**Signal wires on met1**

Supply wires on this layer in grey.
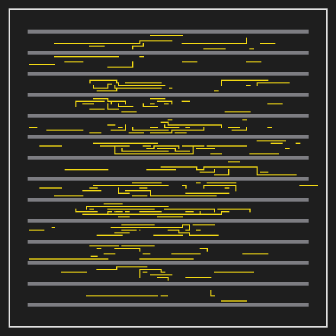
**Cell area per tile**

Scale bar: 10 um. The die is cut into 8 by 8 equal tiles; white is low, dark blue is high, 0 to 100% covered.
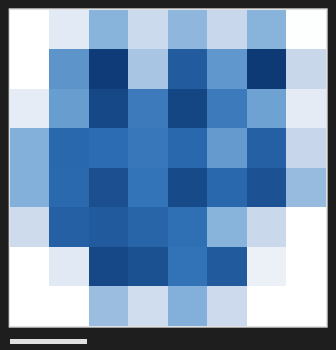
**Clock nets**

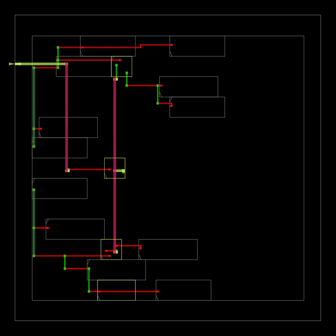
**Routed metal, one colour a layer**

Two of the layers only.
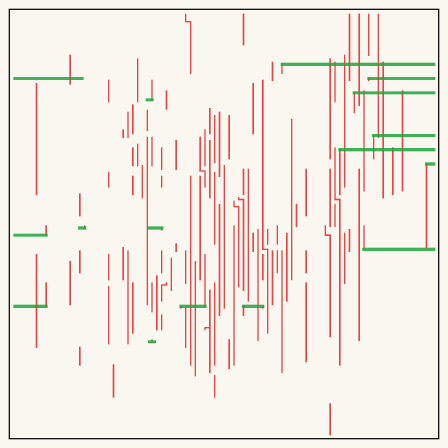
===== config.mk =====
export PLATFORM = sky130hd
export DESIGN_NAME = turkey_crossing_ctrl
export DESIGN_NICKNAME = d
export VERILOG_FILES = /design/src/rtl/turkey_pkg.sv /design/src/rtl/beam_sync.sv /design/src/rtl/turkey_crossing_ctrl.sv
export SDC_FILE = /design/constraint.sdc
export NUM_CORES = 1
export LEC_CHECK = 0
export CORE_MARGIN = 2
export CORE_UTILIZATION = 40
export CTS_CLUSTER_DIAMETER = 30
export DETAILED_ROUTE_END_ITERATION = 7
export GPL_TIMING_DRIVEN = 0
export PLACE_DENSITY = 0.8
export SYNTH_ARGS = -nofsm -noshare
export SYNTH_HDL_FRONTEND = slang
export SYNTH_SLANG_ARGS = --single-unit

===== constraint.sdc =====
create_clock -name clk -period 1.4 [get_ports clk]
set_input_delay 0.28 -clock clk [delete_from_list [all_inputs] [get_ports clk]]
set_output_delay 0.28 -clock clk [all_outputs]
set_load 0.1 [all_outputs]

===== src/rtl/turkey_pkg.sv =====
// Shared types and constants for the turkey-counter sequencing logic.
// Holds the crossing FSM encoding and its next-state rule.
package turkey_pkg;

  localparam int TC_WIDTH = 8;
  localparam int TC_SAT   = 60;

  typedef enum logic [2:0] {
    S_IDLE    = 3'd0,
    S_L1      = 3'd1,
    S_LB      = 3'd2,
    S_LR      = 3'd3,
    S_R1      = 3'd4,
    S_RB      = 3'd5,
    S_RL      = 3'd6,
    S_WAITCLR = 3'd7
  } state_t;

  // b is {left, right}; unlisted inputs hold the state
  function automatic state_t next_state(
    state_t     s,
    logic [1:0] b
  );
    state_t n;
    n = s;
    case (s)
      S_IDLE: begin
        case (b)
          2'b10:   n = S_L1;
          2'b01:   n = S_R1;
          2'b11:   n = S_WAITCLR;
          default: n = s;
        endcase
      end
      S_L1: begin
        case (b)
          2'b00:   n = S_IDLE;
          2'b11:   n = S_LB;
          2'b01:   n = S_WAITCLR;
          default: n = s;
        endcase
      end
      S_LB: begin
        case (b)
          2'b10:   n = S_L1;
          2'b01:   n = S_LR;
          2'b00:   n = S_WAITCLR;
          default: n = s;
        endcase
      end
      S_LR: begin
        case (b)
          2'b11:   n = S_LB;
          2'b00:   n = S_IDLE;
          2'b10:   n = S_WAITCLR;
          default: n = s;
        endcase
      end
      S_R1: begin
        case (b)
          2'b00:   n = S_IDLE;
          2'b11:   n = S_RB;
          2'b10:   n = S_WAITCLR;
          default: n = s;
        endcase
      end
      S_RB: begin
        case (b)
          2'b01:   n = S_R1;
          2'b10:   n = S_RL;
          2'b00:   n = S_WAITCLR;
          default: n = s;
        endcase
      end
      S_RL: begin
        case (b)
          2'b11:   n = S_RB;
          2'b00:   n = S_IDLE;
          2'b01:   n = S_WAITCLR;
          default: n = s;
        endcase
      end
      S_WAITCLR: begin
        if (b == 2'b00) n = S_IDLE;
      end
      default: n = S_IDLE;
    endcase
    return n;
  endfunction

endpackage


===== src/rtl/beam_sync.sv =====
// Multi-flop synchronizer for the two asynchronous beam levels.
// Output lags the pins by STAGES clocks.
module beam_sync #(
  parameter int STAGES = 2
) (
  input  logic       clk,
  input  logic [1:0] d,
  output logic [1:0] q
);

  logic [STAGES-1:0][1:0] ff;

  // shift the beam pair through the synchronizer chain
  always_ff @(posedge clk) begin
    ff <= {ff[STAGES-2:0], d};
  end

  assign q = ff[STAGES-1];

endmodule


===== src/rtl/turkey_crossing_ctrl.sv =====
// Decodes beam crossings into inc/dec pulses and sequences the
// seconds time counter and the inactivity flag.
module turkey_crossing_ctrl
  import turkey_pkg::*;
#(
  parameter int IDLE_SECS   = 4,
  parameter int SYNC_STAGES = 2
) (
  input  logic                clk,
  input  logic                R,
  input  logic                beam_l,
  input  logic                beam_r,
  input  logic                sec_tick,
  input  logic [TC_WIDTH-1:0] tc_q,
  output logic                tc_ce,
  output logic                tc_r,
  output logic                inc,
  output logic                dec,
  output logic                idle_flag,
  output logic                busy
);

  localparam logic [TC_WIDTH-1:0] IDLE_THR =
    TC_WIDTH'(IDLE_SECS);

  logic [1:0] b;
  state_t     state;
  state_t     nxt;
  logic       clr_q;
  logic       fire_inc;
  logic       fire_dec;

  beam_sync #(
    .STAGES(SYNC_STAGES)
  ) u_sync (
    .clk(clk),
    .d  ({beam_l, beam_r}),
    .q  (b)
  );

  assign nxt      = next_state(state, b);
  assign fire_inc = (state == S_LR) && (b == 2'b00);
  assign fire_dec = (state == S_RL) && (b == 2'b00);

  // crossing FSM with registered pulse, timer-clear and status outputs
  always_ff @(posedge clk) begin
    if (R) begin
      state     <= S_IDLE;
      inc       <= 1'b0;
      dec       <= 1'b0;
      clr_q     <= 1'b0;
      busy      <= 1'b0;
      idle_flag <= 1'b0;
    end else begin
      state     <= nxt;
      inc       <= fire_inc;
      dec       <= fire_dec;
      clr_q     <= (nxt != S_IDLE) | fire_inc | fire_dec;
      busy      <= (nxt != S_IDLE);
      idle_flag <= (state == S_IDLE) && (tc_q >= IDLE_THR) && !clr_q;
    end
  end

  // the counter saturates itself, so ticks keep flowing while idle
  assign tc_ce = sec_tick & (state == S_IDLE) & ~clr_q & ~R;
  assign tc_r  = R | clr_q;

endmodule


==> results.cfg <==
; generated from flow reports
[run_status]
status = finished, violations left
violations = setup timing

[synth]
synth-edff-count = 0
ys_sh_adder_pct = 0
ys_seq_elements = 12
synth_warnings = 0
floorplan.nets = 74
simple_gate_share_pct = 33.79
netlist_instances = 61
ys_top_cells_by_area = dfxtp_1 44%, nor2b_1 5.7%, nor3b_1 4.1%, o21ai_0 3.7%, buf_4 2.8%
ys_sh_mux_pct = 0
ys_async_sr_fraction_pct = 0
yosysChipArea_um2 = 544.3
ys_cells = 61
synth_top_area_share_pct = 44.14
synthDistinctLibCells = 30
top_area_cell = dfxtp_1
seq_area_frac_synth_pct = 44.14

[critical_path]
crit_chain = or2_4 -> nor2_4 -> and3_4 -> buf_12
rrSetupSlack_ns = 0
crit_path_end_kind = primary output
worst_path_largest_cell_delay_ns = 0.32
critical_path_class = reg2out
cp-start-kind = flop
crit_arrival_ns = 1.27
cp.buffers_inverters = 1
worst_path_max_delay_cell = dfxtp_2
crit_fanout = 2
path_depth = 4
r2r_cells = 4
path_delay_family = simple AND/OR/NAND/NOR gates
cp.required_ns = 1.12

[grt]
grt_max_degree = 11
antenna_found_initial = 0
grt.overflow.total = 0
grt_pass1_wl_um = 1766
grt_pass1_vias = 436

[power_and_ir_drop]
peakVddDrop_mv = 0.6755
finalPower_uw = 991.1
power.density_nw_per_um2 = 1202

[drt]
dr.pass1.iters = 4
post_drt_via_cell_ratio = 5.293
drc_errors = 0
drt_iter0_drc = 9

[clocking]
cts.sinks = 12
cts_root_buffer = clkbuf_4
clk_pin_slew_ns = 0.07
clk_path_buf_depth = 2

[final_timing]
grt_setup_unrepaired = true
tightest_slew_ns = 0.4908
hold_viol = 0
worst_slack_ns = -0.1500
setup_viol = 2
slew_viol_final = 0
min_period_ns = 1.550
whs_ns = 0.3306
finalSetupTns_ns = -0.1668
fin_crit_sh_pct = 110.7
max-slew-margin-rel_pct = 67.50

[cells_and_area]
layout_top_cell = clkdlybuf4s50_1
diodes = 0
design_area_um2 = 824.5
utilization_pct = 64.17
layout.cells.non_filler = 99
drive_above_1_share_pct = 34.52
area_growth_pct = 51.49

[run]
maxCapViolCount = 0
tool_warnings = 31

[worst_hold_path]
hold_depth = 0
holdCritPathClass = reg2reg

[floorplan]
rows = 13
die_area_um2 = 1672
die_h_um = 40.89
dieWidth_um = 40.89

[placed_design]
gp_congestion = 0.8444
dp_cells = 92
placed_area_um2 = 733.2
## Picture notes: 'signal wires on met1'
The longest straight run is 17.9 um. 81 nets have wire on it. The wires run mostly horizontal. The layer carries 518 um of wire.
met1 GRT Util: 18.94%
Routed WL: 1229 um
Vias: 524

## Picture notes: 'cell area per tile'
16% of the tiles are nearly empty. 31% of the tiles are over 75% full. The mean over all tiles is 48%. The emptiest ninth of the die: lower right. The densest ninth of the die: centre. The fullest tile reaches 97%.
Core ar.: 1285 um2
Init Core Util: 42.36%

## Picture notes: 'clock nets'
# clk buffers: 4
TritonCTS Buffers: 3
Seq cells: 12
clk_skew: 0.003078 ns
clk_lat worst skew: 0.27 ns

## Picture notes: 'routed metal, one colour a layer'
M2: shown in red, wire length 605 um. M3: shown in green, wire length 68.8 um.
DR WL/cell: 12.41 um
Tot GR Track Use: 16.38%

cell usage after synthesis (2+ instances only):
cell,instances
o21ai_0,4
buf_4,2
nor3b_1,3
buf_2,2
a31oi_1,2
nor2b_1,5
a21oi_1,2
dfxtp_1,12
o21ai_1,2
nor2_1,4
nand2_1,3
and3_1,2
power breakdown:
| part | switching, mW | leakage, nW | internal [mW] |
|---|---|---|---|
| combinational | 0.191 | 0.213 | 0.135 |
| sequential | 0.0204 | 0.101 | 0.374 |
| clock | 0.112 | 0.0210 | 0.158 |
registers in the layout, summed over array words and instances, names as in the netlist:
name,flops
busy,1
inc,1
u_sync.ff,2
dec,1
u_sync.q,2
idle_flag,1
clr_q,1
state,3
area by class of cell:
class | instances | area (um2)
well taps | 15 | 18.77
repair buffers | 19 | 168.9
multi-input cells | 45 | 309.0
clock buffers | 4 | 36.28
plain buffers | 4 | 45.04
flip-flops and latches | 12 | 246.5
fillers | 119 | 460.4
timing repair:
action                     in CTS  in global routing
pin swaps                       2                  3
resized                        41                 13
hold buffers                    0                  0
setup endpoints to repair       7                  6
hold endpoints to repair        0                  0
setup buffers                   1                  2
path summary, 6_finish.rpt:
check | startpoint | endpoint
worst max-delay path | clr_q$_SDFF_PP0_ | tc_ce
worst min-delay path | u_sync.ff[0]$_DFF_P_ | u_sync.q[0]$_DFF_P_
worst max register to register | u_sync.q[1]$_DFF_P_ | busy$_SDFF_PP0_
worst min register to register | u_sync.ff[0]$_DFF_P_ | u_sync.q[0]$_DFF_P_
metal layers:
layer | wire length [um] | part of all wire [%] | vias to the layer above | global-route usage (%)
li1 | - | - | 262 | -
met1 | 518 | 42 | 240 | 18.94
met2 | 604 | 49 | 17 | 26.95
met3 | 68 | 5.5 | 5 | 2.174
met4 | 37 | 3.0 | 0 | 12.50
met5 | 0 | 0 | - | 0
Power and IR drop assume default switching activity.
